==> config.mk <==
export PLATFORM = sky130hd
export DESIGN_NAME = sr_debounce_ctrl
export DESIGN_NICKNAME = d
export VERILOG_FILES = /design/src/rtl/sr_pkg.sv /design/src/rtl/sr_debounce_ch.sv /design/src/rtl/sr_debounce_ctrl.sv
export SDC_FILE = /design/constraint.sdc
export NUM_CORES = 1
export LEC_CHECK = 0
export CAP_MARGIN = 15
export CORE_MARGIN = 3
export CORE_UTILIZATION = 40
export CTS_BUF_LIST = sky130_fd_sc_hd__clkbuf_4
export DETAILED_ROUTE_END_ITERATION = 10
export GPL_ROUTABILITY_DRIVEN = 0
export PLACE_DENSITY = 0.6
export SYNTH_ARGS = -nofsm -noshare
export SYNTH_HDL_FRONTEND = slang
export SYNTH_SLANG_ARGS = --single-unit
==> constraint.sdc <==
create_clock -name clk -period 1.7 [get_ports clk]
set_input_delay 0.425 -clock clk [delete_from_list [all_inputs] [get_ports clk]]
set_output_delay 0.425 -clock clk [all_outputs]
set_load 0.01 [all_outputs]
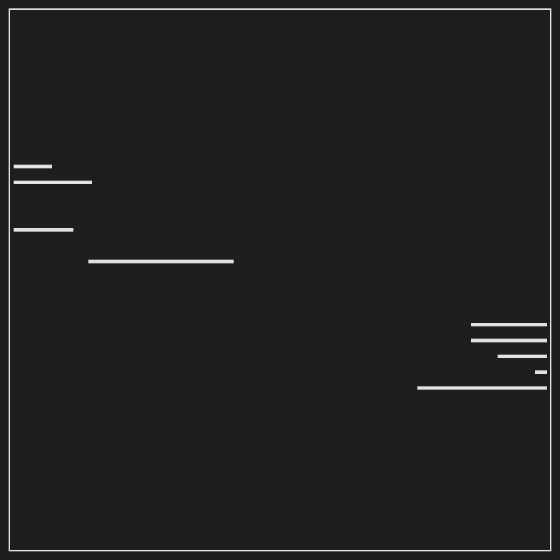
Fig. 1. Metal 3 (run 1).
share of all routed wire: 6.6%
wire length on this layer: 54.5 um
met3 Use GR: 2.344%
Routed WL: 822 um
Via Count: 354

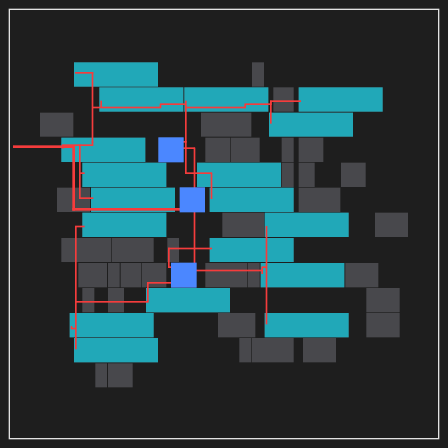
Fig. 2. Clock network drawn from the DEF (run 1).
[blue] clock-net drivers | count: 3
[cyan] flip-flops | count: 18
[red] clock wires | length: 163 um
routed clock nets: 4
clk latency late pin: 0.28 ns
skew final: 0.003039 ns
P_clk: 0.000199 W

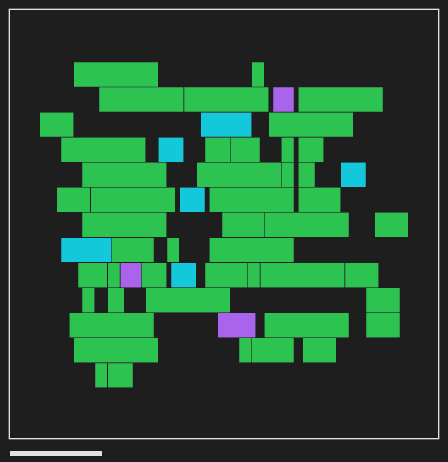
Fig. 3. Drive-strength map (run 1).
The bar under the picture is 10 um long.
| color | size | cells | most used |
|---|---|---|---|
| green | x1 and smaller | 47 | dfrtp_1 |
| purple | x2 | 3 | nand2_2 |
| cyan | x3 and x4 | 6 | clkbuf_4 |
Buffers, non-clock: 8
final setup margin: 0.1014 ns

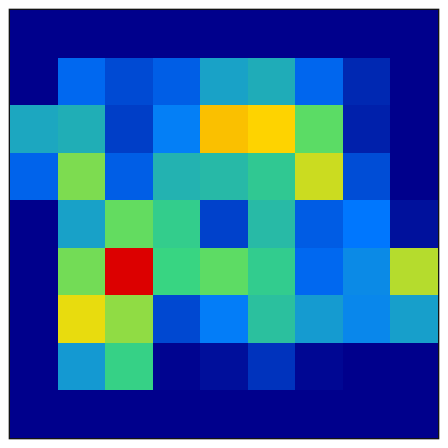
Fig. 4. Signal metal coverage by tile (run 1).
9 x 9 tiles, from dark blue (low) to red (high), scaled to the fullest tile. Values are wire area over tile area, all layers added.
mean over tiles: 0.061
fullest tile: 0.26
nearly empty tiles: 37%
tiles over half the peak: 15%
densest ninth of the die: middle
GRT Util Overall: 10.30%
routed wire length per instance: 11.58 um

==> deck_impl_summary.md, run 1 <==
Physical Implementation Snapshot

Logic synthesis
  – Sequential share of the synthesized area: 68.83%
  – YS chip area: 654.4 um^2
  – Number of cells in Yosys stat: 44
  – Syn nets: 53
  – Mean Syn Cell Area: 14.87 um^2
  – Syn Std Cell Area: 654.4 um^2
  – Mapped Cells: 44
  – Top-area cell share: 68.83%

CTS
  – Root buffer cell: clkbuf_4
  – Max Root-Sink Buffers: 2
  – Clk slew on worst S/H paths: 0.09 ns
  – Post-CTS resize count: 0
  – Htree depth: 1
  – Cts hold-fix bufs: 0
  – TritonCTS clock tree: done

Final timing
  – RSZ-0062 raised after global routing: false
  – Worst-margin pin slew: 0.2608 ns
  – Fin. Hold Viols: 0
  – Crit share post-route: 94.04%
  – Setup violations, final: 0
  – Fmax: 625.5 MHz
  – Final slew viol count: 0
  – Relative slew slack: 82.49%

Setup path
  – R2r setup slk: 0.57 ns
  – WP data required: 1.27 ns
  – Worst path depth: 1
  – Critical path buffers and inverters: 1
  – Crit Path Class: reg -> out
  – Crit path max fanout: 2
  – Crit path max-delay family: buffers and inverters
  – CP Capture Type: primary output
  – Cells along the critical path: clkdlybuf4s50_1
  – R2R depth: 3
  – Startpoint types: flop

Placement
  – Cell Area, Placed: 750.7 um^2

Cells and area
  – Reg area: 450.4 um^2
  – Layout net count: 66
  – Tally of filler cells in the layout: 124
  – Logic area: 196.4 um^2
  – Antenna diodes: 0
  – Fin area: 777.0 um^2

Detailed routing
  – TritonRoute pass-1 iters: 2
  – M1 WL: 317 um
  – 1st-iter DRT viols: 2
  – Post-DRT Antenna Nets: 0
  – Remaining DRCs: 0

Floorplan
  – Core ar.: 1415 um^2
  – Io pins: 8
  – Total die size: 2157 um^2
  – Die span in x: 46.45 um
  – Core Util at FP: 46.24%
  – Row Count: 13

Worst hold path
  – Hold path depth: 0

Run status
  – Status: complete, no violations

GRT
  – First-pass GRT wire length: 1.531 mm
  – Vias in the first global route: 386
  – Grt total ovfl: 0
  – Global Route met1 Usage: 10.70%

Job
  – Max-Cap Viols: 0
  – Count of tool warnings: 28

Power and ir drop
  – Peak supply drop: 643.8 uV
  – PwrDens: 1320 nW/um^2
  – Leakage: 0.3723 nW
==> run 1: Yosys cell counts <==
cell type,n
a21oi_1,2
dfrtp_1,18
ha_1,5
inv_1,2
mux2_2,1
mux2_4,2
nand2_1,2
nand2_2,2
nor2_1,4
nor3b_1,2
o21a_1,2
xnor2_1,2
==> run 1: stage by stage <==
step / setup slack [ns] / hold WS [ns] / std cells
6_report: 0.1014 / 0.3620 / 71
5_1_grt: 0.05167 / 0.3771 / 71
4_1_cts: 0.08022 / 0.3665 / 71
3_5_place_dp: 0.3989 / 0.3371 / 67
3_3_place_gp: 0.4303 / 0.3334 / 67
2_1_floorplan: 0.6077 / 0.1294 / 44
==> run 1: cell usage in the layout (no fill, tap or decap), drive strengths merged, types with 3 or more instances in the layout <==
cell type	n
clkbuf	3
clkdlybuf4s50	7
dfrtp	18
ha	5
mux2	3
nand2	4
nor2	4
==> run 1: report_power, final <==
part | total, W | internal [W] | switching, W
clock | 0.000199 | 0.0000850 | 0.000114
combinational | 0.000222 | 0.000122 | 0.0000999
sequential | 0.000604 | 0.000529 | 0.0000755
==> run 1: cell families (layout without fill, tap and decap cells) <==
kind of cell | count (synthesis) | in the layout | share of synthesized area (%)
DFF | 18 | 18 | 68.83
and+or+nand+nor | 10 | 10 | 7.647
adders and majority gates | 5 | 5 | 9.560
AOI/OAI and AO/OA | 4 | 4 | 3.823
muxes | 3 | 3 | 6.310
xor gates and xnor gates | 2 | 2 | 2.677
buffers and inverters | 2 | 14 | 1.148
==> run 1: cell type report <==
cell class                      count  area share [%]
Timing Repair Buffer                8           9.984
Sequential cell                    18           57.97
Tap cell                           15           2.415
Multi-Input combinational cell     24           25.28
Clock buffer                        3           2.899
Inverter                            2          0.9662
Clock inverter                      1          0.4831
==> run 1 -> run 2 <==
CORE_MARGIN = 2   (was 3)
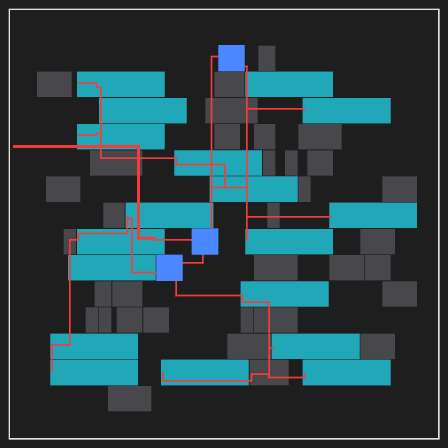
Fig. 5. Clock network drawn from the DEF (run 2).
[blue] clock-net drivers | count: 3
[cyan] flip-flops | count: 18
[red] clock wires | length: 192 um
routed clock nets: 4
P_clk: 0.000195 W
skew final: 0.004292 ns
clock share of power: 19.1%

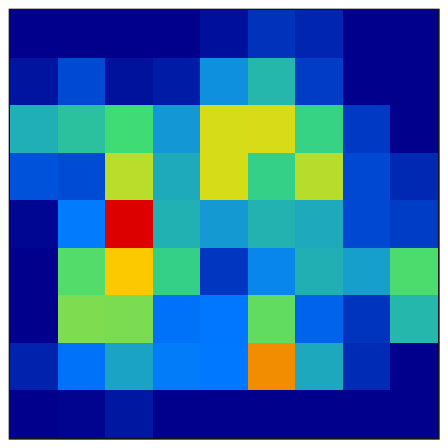
Fig. 6. Signal metal coverage by tile (run 2).
9 x 9 tiles, from dark blue (low) to red (high), scaled to the fullest tile. Values are wire area over tile area, all layers added.
nearly empty tiles: 26%
tiles over half the peak: 17%
mean over tiles: 0.071
Routed WL: 907 um
GRT Util Overall: 12.78%
Via Count: 364
routed wire length per instance: 12.77 um

==> run 2 against run 1 <==
Synthesized area did not move. Combinational power barely moved. Die area fell by 8.4%. Sequential power barely moved. Critical path depth did not move. Clock power fell by 2%. Sequential share of layout area rose by 0.19 points. Via count rose by 2.8%. Critical endpoint unchanged.
==> deck_impl_summary.md, run 2 <==
Physical Implementation Snapshot

Power and ir drop
  – Leakage: 0.3707 nW
  – PwrDens: 1320 nW/um^2

CTS
  – Htree depth: 1
  – Post-CTS resize count: 0
  – Clk slew on worst S/H paths: 0.09 ns
  – Root buffer cell: clkbuf_4
  – Clk latency late pin: 0.28 ns
  – Max Root-Sink Buffers: 2
  – TritonCTS clock tree: done

Floorplan
  – Core Util at FP: 42.94%
  – Die span in x: 44.45 um

GRT
  – Vias in the first global route: 397
  – First-pass GRT wire length: 1.697 mm
  – Grt total ovfl: 0

Setup path
  – Critical path buffers and inverters: 1
  – Crit path max-delay family: buffers and inverters
  – Crit Path Class: reg -> out
  – R2R depth: 3
  – Startpoint types: flop
  – Cells along the critical path: clkdlybuf4s50_1
  – CP Capture Type: primary output
  – R2r setup slk: 0.55 ns
  – Worst path depth: 1

Detailed routing
  – 1st-iter DRT viols: 0
  – TritonRoute pass-1 iters: 1
  – Remaining DRCs: 0

Final timing
  – Worst-margin pin slew: 0.2771 ns
  – Fmax: 624.1 MHz
  – Crit share post-route: 94.26%
  – Final slew viol count: 0
  – Setup violations, final: 0
  – Fin. Hold Viols: 0
  – Relative slew slack: 81.40%

Worst hold path
  – Hold path depth: 0

Logic synthesis
  – Number of cells in Yosys stat: 44
  – MUX area fraction: 6.310%
  – Post-Synth Adder-Cell Area: 9.560%
  – Syn nets: 53
  – Mean Syn Cell Area: 14.87 um^2
  – Sequential share of the synthesized area: 68.83%
  – Synth top cells by count: dfrtp_1 (18), ha_1 (5), nor2_1 (4)
  – Most frequent cell after synthesis: dfrtp_1
  – Aoi share: 3.824%
  – Mapped Cells: 44

Run status
  – Status: complete, no violations

Cells and area
  – Antenna diodes: 0
  – Tally of filler cells in the layout: 137

Job
  – Count of tool warnings: 28
run 2: cell counts after synthesis:
Identical to the previous run, type by type.
run 2: kinds of logic (layout without fill, tap and decap cells):
family / count (synthesis) / in the layout
multiplexers: 3 / 3
flip-flops: 18 / 18
AND-OR/OR-AND: 4 / 4
AND/OR/NAND/NOR: 10 / 10
adder cells (fa/ha/maj): 5 / 5
XOR/XNOR: 2 / 2
buffers and inverters: 2 / 13
run 2: area by class of cell:
| cell class | count | area, um^2 | share of cell area [%] |
|---|---|---|---|
| Clock buffer | 3 | 22.52 | 2.908 |
| Inverter | 2 | 7.507 | 0.9693 |
| Sequential cell | 18 | 450.4 | 58.16 |
| Tap cell | 16 | 20.02 | 2.585 |
| Multi-Input combinational cell | 24 | 196.4 | 25.36 |
| Timing Repair Buffer | 8 | 77.57 | 10.02 |
run 2: layer usage:
layer / vias up / GRT usage (%) / part of all wire, %
li1: 166 / - / -
met1: 188 / 13.14 / 39
met2: 8 / 21.76 / 55
met3: 2 / 4.082 / 4.2
met4: 0 / 9.091 / 0.99
met5: - / 0 / 0
run 2: metrics by stage:
stage / cells / hold slack [ns] / setup WS (ns) / power [W] / cell area (um^2)
2_1_floorplan: 44 / 0.1294 / 0.6077 / 0.0007664 / 654.4
3_3_place_gp: 68 / 0.3339 / 0.4309 / 0.0008060 / 752.0
3_5_place_dp: 68 / 0.3371 / 0.3958 / 0.0008421 / 752.0
4_1_cts: 71 / 0.3671 / 0.07057 / 0.001049 / 774.5
5_1_grt: 71 / 0.3738 / 0.03048 / 0.001106 / 774.5
6_report: 71 / 0.3590 / 0.09766 / 0.001022 / 774.5
run 2: power breakdown:
group          internal, W  total, W  switching, W
combinational     0.000123  0.000223      0.000100
sequential        0.000529  0.000604     0.0000752
clock            0.0000820  0.000195      0.000113
Power and IR drop assume default switching activity.
